[config.mk]
export PLATFORM = sky130hd
export DESIGN_NAME = sonic_dma_burst_reader
export DESIGN_NICKNAME = d
export VERILOG_FILES = /design/src/rtl/sonic_dma_pkg.sv /design/src/rtl/sonic_skid_buffer.sv /design/src/rtl/sonic_dma_burst_reader.sv
export SDC_FILE = /design/constraint.sdc
export NUM_CORES = 1
export LEC_CHECK = 0
export CORE_UTILIZATION = 50
export CTS_CLUSTER_SIZE = 20
export DETAILED_ROUTE_END_ITERATION = 6
export PLACE_DENSITY = 0.84
export REMOVE_ABC_BUFFERS = 1
export SLEW_MARGIN = 20
export SYNTH_ARGS = -nofsm -noshare
export SYNTH_HDL_FRONTEND = slang
export SYNTH_SLANG_ARGS = --single-unit
[constraint.sdc]
create_clock -name clk_read -period 7.85 [get_ports clk_read]
set_input_delay 1.9625 -clock clk_read [delete_from_list [all_inputs] [get_ports clk_read]]
set_output_delay 1.9625 -clock clk_read [all_outputs]
set_load 0.02 [all_outputs]
[src/rtl/sonic_dma_pkg.sv]
// Shared types and constants for the SONIC DMA read path.
package sonic_dma_pkg;

  localparam int unsigned DMA_DATA_W     = 128;
  localparam int unsigned BYTES_PER_WORD = 16;

  typedef enum logic [1:0] {IDLE, BURST, DRAIN, DONE} state_t;

  typedef enum logic {FULL, FLUSH} mode_t;

  typedef struct packed {
    logic [DMA_DATA_W-1:0] data;
    logic                  sop;
    logic                  eop;
  } dma_beat_t;

endpackage

[src/rtl/sonic_skid_buffer.sv]
// Two-entry valid/ready skid buffer for DMA beats; output is a mux of held registers.
module sonic_skid_buffer
  import sonic_dma_pkg::*;
(
  input  logic       clk,
  input  logic       reset,
  input  logic       in_valid,
  output logic       in_ready_c,
  input  dma_beat_t  in_beat,
  output logic       out_valid_c,
  input  logic       out_ready,
  output dma_beat_t  out_beat_c,
  output logic [1:0] count
);

  dma_beat_t mem [2];
  logic      wr_ptr;
  logic      rd_ptr;
  logic      push;
  logic      pop;

  assign in_ready_c  = (count != 2'd2);
  assign out_valid_c = (count != 2'd0);
  assign push        = in_valid & in_ready_c;
  assign pop         = out_valid_c & out_ready;
  assign out_beat_c  = mem[rd_ptr];

  always_ff @(posedge clk) begin
    if (reset) begin
      wr_ptr <= 1'b0;
      rd_ptr <= 1'b0;
      count  <= 2'd0;
    end else begin
      if (push) wr_ptr <= ~wr_ptr;
      if (pop)  rd_ptr <= ~rd_ptr;
      count <= count + 2'(push) - 2'(pop);
    end
  end

  // Payload storage needs no reset; occupancy gates its visibility.
  always_ff @(posedge clk) begin
    if (push) mem[wr_ptr] <= in_beat;
  end

endmodule

[src/rtl/sonic_dma_burst_reader.sv]
// Drains the circular buffer into fixed-slot DMA write bursts with ring
// address wrap and an idle-timeout flush of partial bursts.
module sonic_dma_burst_reader
  import sonic_dma_pkg::*;
#(
  parameter int unsigned DATA_W       = DMA_DATA_W,
  parameter int unsigned BURST_LEN    = 16,
  parameter int unsigned ADDR_W       = 32,
  parameter int unsigned FLUSH_CYCLES = 256
) (
  input  logic              clk_read,
  input  logic              reset,
  input  logic              enable,
  input  logic [ADDR_W-1:0] base_addr,
  input  logic [15:0]       ring_slots,
  input  logic              empty,
  input  logic              almost_empty,
  input  logic [DATA_W-1:0] data_out,
  output logic              read_enable,
  output logic              dma_valid,
  input  logic              dma_ready,
  output logic [DATA_W-1:0] dma_data,
  output logic              dma_sop,
  output logic              dma_eop,
  output logic [ADDR_W-1:0] dma_addr,
  output logic [8:0]        dma_len,
  output logic              burst_done,
  output logic [31:0]       burst_count
);

  localparam int unsigned CNT_W      = $clog2(BURST_LEN) + 1;
  localparam int unsigned TMR_W      = $clog2(FLUSH_CYCLES + 1);
  localparam int unsigned SLOT_BYTES = BURST_LEN * BYTES_PER_WORD;

  state_t           state, state_nx;
  mode_t            mode;
  logic [CNT_W-1:0] reads_issued;
  logic [CNT_W-1:0] beats_sent;
  logic [CNT_W-1:0] pushed;
  logic [TMR_W-1:0] flush_timer;
  logic [15:0]      slot_idx;
  logic [15:0]      ring_lat;
  logic             in_flight;
  logic             start_full;
  logic             start_flush;
  logic             last_c;
  logic             eop_acc;
  logic             skid_valid;
  logic             skid_ready;
  logic [1:0]       skid_count;
  dma_beat_t        push_beat;
  dma_beat_t        head;

  assign push_beat.data = DMA_DATA_W'(data_out);
  assign push_beat.sop  = (pushed == '0);
  assign push_beat.eop  = (pushed + CNT_W'(1) == CNT_W'(BURST_LEN));

  sonic_skid_buffer u_skid (
    .clk         (clk_read),
    .reset       (reset),
    .in_valid    (in_flight),
    .in_ready_c  (skid_ready),
    .in_beat     (push_beat),
    .out_valid_c (skid_valid),
    .out_ready   (dma_ready & dma_valid),
    .out_beat_c  (head),
    .count       (skid_count)
  );

  // The newest issued word is held back during BURST: in flush mode it may
  // turn out to be the eop beat, and eop must not change under a stall.
  assign last_c    = (state == DRAIN) && (beats_sent + CNT_W'(1) == reads_issued);
  assign dma_valid = skid_valid &
                     ((state == DRAIN) ||
                      ((state == BURST) && (beats_sent + CNT_W'(1) < reads_issued)));
  assign dma_data  = DATA_W'(head.data);
  assign dma_sop   = dma_valid & head.sop;
  assign dma_eop   = dma_valid & (head.eop | last_c);
  assign eop_acc   = dma_eop & dma_ready;
  assign dma_len   = 9'(reads_issued);

  // Next state, burst start decode and buffer pop.
  always_comb begin
    state_nx    = state;
    start_full  = 1'b0;
    start_flush = 1'b0;
    read_enable = 1'b0;
    unique case (state)
      IDLE: begin
        start_full  = enable & ~almost_empty;
        start_flush = enable & ~empty & (flush_timer == TMR_W'(FLUSH_CYCLES - 1));
        if (start_full | start_flush) state_nx = BURST;
      end
      BURST: begin
        read_enable = ~empty & (reads_issued < CNT_W'(BURST_LEN)) & skid_ready &
                      ((skid_count + 2'(in_flight)) < 2'd2);
        if ((reads_issued == CNT_W'(BURST_LEN)) ||
            ((mode == FLUSH) && empty && (reads_issued != '0)))
          state_nx = DRAIN;
      end
      DRAIN:   if (eop_acc) state_nx = DONE;
      DONE:    state_nx = IDLE;
      default: state_nx = IDLE;
    endcase
  end

  always_ff @(posedge clk_read) begin
    if (reset) begin
      state        <= IDLE;
      mode         <= FULL;
      reads_issued <= '0;
      beats_sent   <= '0;
      pushed       <= '0;
      flush_timer  <= '0;
      slot_idx     <= 16'd0;
      ring_lat     <= 16'd1;
      in_flight    <= 1'b0;
      dma_addr     <= '0;
      burst_done   <= 1'b0;
      burst_count  <= 32'd0;
    end else begin
      state      <= state_nx;
      in_flight  <= read_enable;
      burst_done <= (state_nx == DONE);
      if (read_enable)             reads_issued <= reads_issued + CNT_W'(1);
      if (in_flight)               pushed       <= pushed + CNT_W'(1);
      if (dma_valid && dma_ready)  beats_sent   <= beats_sent + CNT_W'(1);

      unique case (state)
        IDLE: begin
          if (enable && !empty && almost_empty) begin
            if (flush_timer != TMR_W'(FLUSH_CYCLES - 1)) flush_timer <= flush_timer + TMR_W'(1);
          end else begin
            flush_timer <= '0;
          end
          if (start_full || start_flush) begin
            mode         <= start_full ? FULL : FLUSH;
            dma_addr     <= base_addr + ADDR_W'(slot_idx) * ADDR_W'(SLOT_BYTES);
            ring_lat     <= ring_slots;
            reads_issued <= '0;
            beats_sent   <= '0;
            pushed       <= '0;
          end
        end
        DONE: begin
          burst_count <= burst_count + 32'd1;
          slot_idx    <= (slot_idx + 16'd1 >= ring_lat) ? 16'd0 : slot_idx + 16'd1;
          flush_timer <= '0;
        end
        default: flush_timer <= '0;
      endcase
    end
  end

endmodule

Fig. 1: run 1, floorplan with the power grid
Bar = 50 microns. Pins as bars on the die edge.
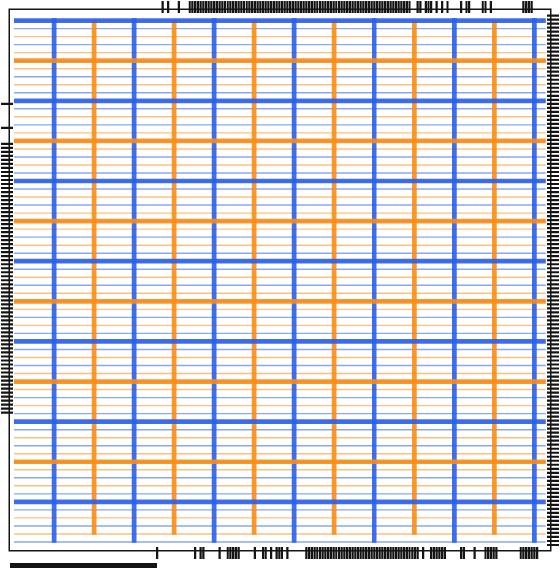
[blue] VSS
[orange] VDD
met1 rails: 66
signal pins: 388
rows: 65
met5 straps: 13
met4 straps: 13
Max VDD drop: 0.000146 V
Die X: 183 microns

Fig. 2: run 1, cells colored by class
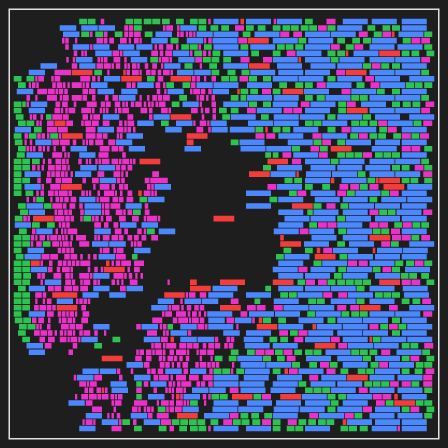
[red] clock drivers and dummy loads | cells: 71 | share of their area: 5.8%
[blue] flops | cells: 390 | share of their area: 49%
[green] other buffers and delay cells | cells: 394 | share of their area: 18%
[magenta] combinational and other logic | cells: 841 | share of their area: 27%
post-route cell area: 0.0219 sq mm
flop share of the area: 47.5%
Core Util, Final: 68.7%
Core Box Area: 0.0319 sq mm
# rows: 65

==> impl_metrics.ini, run 1 <==
; synthesis and place-and-route metrics
[final_layout]
lay_top_cells = clkdlybuf4s50_1 (382), edfxtp_1 (260), nand2_1 (133)
largest_register_ffs = 260
inv_count = 44
clk_share_pct = 5.64
logic_gates = 797
largest-register = u_skid.mem
largest_cell_class = registers
syn2layout_area_growth_pct = 33.6

[synthesis]
yosysWarnings = 0
postSynthAreaPerCell_sq_um = 12.8
common_cells = edfxtp_1 (260), nand2_1 (133), dfxtp_1 (130)
synth-adder-area-share_pct = 3.78
topCellsByArea = edfxtp_1 (48%), dfxtp_1 (16%), mux2_2 (8.8%)
mux_area_share_pct = 9.16
yosys_register_bits = 390
xor_area_share_pct = 3.31

[global_routing]
antenna_found_initial = 5
top_usage_layer = met2

[sta]
worst_slew_pin_slew_ns = 0.985
rsz0062_at_grt = false
layout_setup_ws_ns = 2.13
setup_viol = 0

[route]
vias = 11700
met2WireLength_mm = 21.5
dr.pass1.iters = 5
top_layer_used = met5
routedWlPerCell_microns = 20.2

[clocking]
cts.clk_slew.worst_paths_ns = 0.06
cts_tree = yes
cts_setup_buffers = 0
clockRootBuffer = clkbuf_16

[critical_path]
cp_cell_sequence = clkdlybuf4s50_1 -> nor4b_2 -> clkdlybuf4s50_1
crit_end = read_enable
crit_family = buffers and inverters
r2r_cells = 12
critPathArrivalTime_ns = 3.76

[power]
switchingPower_mw = 0.921
p_comb_mw = 0.285
seqPwrFrac_pct = 51.6

[status]
status = complete, no violations

[worst_hold_path]
hp-class = flop to flop

[job]
warning_count = 27

[placement]
dp_cells = 2060
Fig. 3: run 1, clock wires, drivers and flops
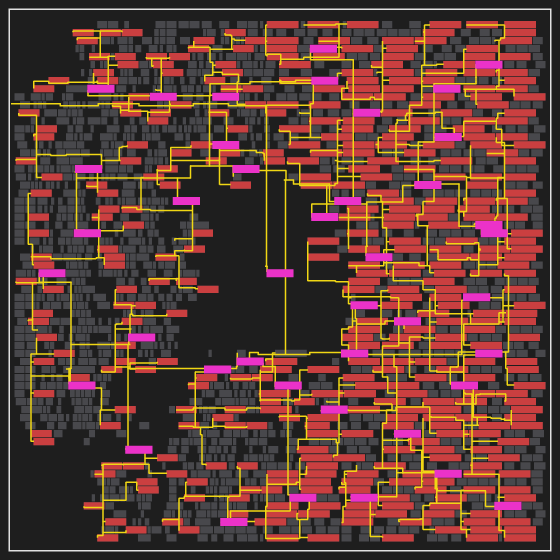
[yellow] clock wires | length: 4430 microns
[red] flip-flops | count: 390
[magenta] clock drivers | count: 41
flops lie: widely spread
clk pwr: 1.81 mW
Clk network pwr share: 41.8%
Worst Clk Skew: 0.0171 ns
insertion delay to the later sink of the worst-skew pair: 0.52 ns

--- run 2 (diff from run 1) ---
==> constraint.sdc (replaced) <==
create_clock -name clk_read -period 5.3 [get_ports clk_read]
set_input_delay 1.325 -clock clk_read [delete_from_list [all_inputs] [get_ports clk_read]]
set_output_delay 1.325 -clock clk_read [all_outputs]
set_load 0.02 [all_outputs]
==> impl_metrics.ini, run 2 <==
; synthesis and place-and-route metrics
[power]
p_per_area_mw_per_mm2 = 295
p_comb_mw = 0.424
ir_drop_v = 0.000194
p_clk_mw = 2.75
switchingPower_mw = 1.38
seqPwrFrac_pct = 51.0
intPower_mw = 5.09
p_clk_share_pct = 42.4

[critical_path]
crit_top_cell = ha_1
crit_end = dma_valid
r2r_cells = 11
cp_cell_sequence = ha_1 -> nand3_1 -> xnor2_1 -> ha_1 -> o31ai_1 -> a21oi_1 -> inv_1 -> clkdlybuf4s50_1
critPathArrivalTime_ns = 3.29

[synthesis]
topCellsByArea = edfxtp_1 (48%), dfxtp_1 (16%), mux2_2 (8.8%)
mux_area_share_pct = 9.16
postSynthAreaPerCell_sq_um = 12.8
yosysWarnings = 0
common_cells = edfxtp_1 (260), nand2_1 (133), dfxtp_1 (130)
xor_area_share_pct = 3.31
synthAoiAreaFrac_pct = 7.32
syn_area_sq_mm = 0.0164

[global_routing]
antenna_found_initial = 3
grt_pass1_wl_mm = 64.7
gr-usage-met1_pct = 29.4

[sta]
worst_slew_pin_slew_ns = 0.974
setup_viol = 0
rsz0062_at_grt = false
layout_setup_ws_ns = 0.681
finClkSkew_ns = 0.0200

[final_layout]
inv_count = 44
logic_gates = 797
final_cells = 2133
largest_cell_class = registers
largest-register = u_skid.mem
largest_register_ffs = 260
lay_top_count = clkdlybuf4s50_1
clk_share_pct = 5.79
syn2layout_area_growth_pct = 34.0

[clocking]
cts.clk_slew.worst_paths_ns = 0.06
cts_resized = 0
cts_tree = yes
cts_setup_buffers = 0

[floorplanning]
coreArea_sq_mm = 0.0319
rows = 65

[route]
dr.pass1.iters = 5
met2WireLength_mm = 22.2

[placement]
dp_cells = 2058

[job]
warning_count = 31

[status]
status = complete, no violations

[worst_hold_path]
hp-class = flop to flop
Fig. 4: run 2, cells colored by class
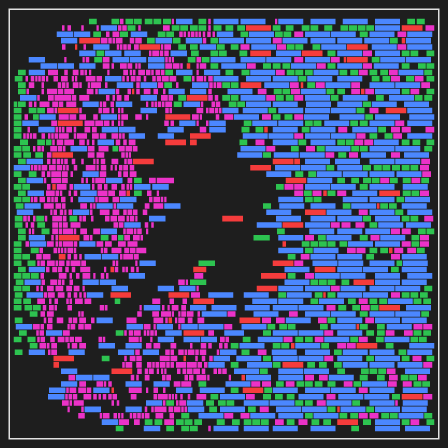
[blue] flops | cells: 390 | share of their area: 49%
[red] clock drivers and dummy loads | cells: 72 | share of their area: 5.9%
[green] other buffers and delay cells | cells: 392 | share of their area: 18%
[magenta] combinational and other logic | cells: 841 | share of their area: 27%
post-route cell area: 0.0220 sq mm
flop share of the area: 47.4%
Core Util, Final: 68.9%

Fig. 5: run 2, signal wires by layer
Bar = 50 microns.
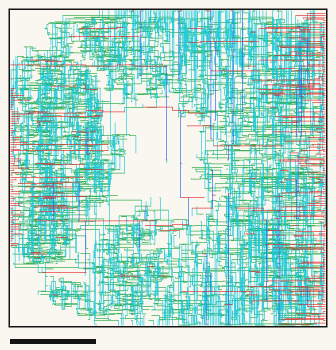
[red] metal 3 | wire length: 3320 microns
[cyan] metal 2 | wire length: 22.2 mm
[blue] metal 4 | wire length: 1040 microns
[green] metal 1 | wire length: 17000 microns
vias: 11600
gr usage total: 25.0%
WL per Instance: 20.4 microns

Power figures rest on the tool's default switching activity, not on a simulated workload.
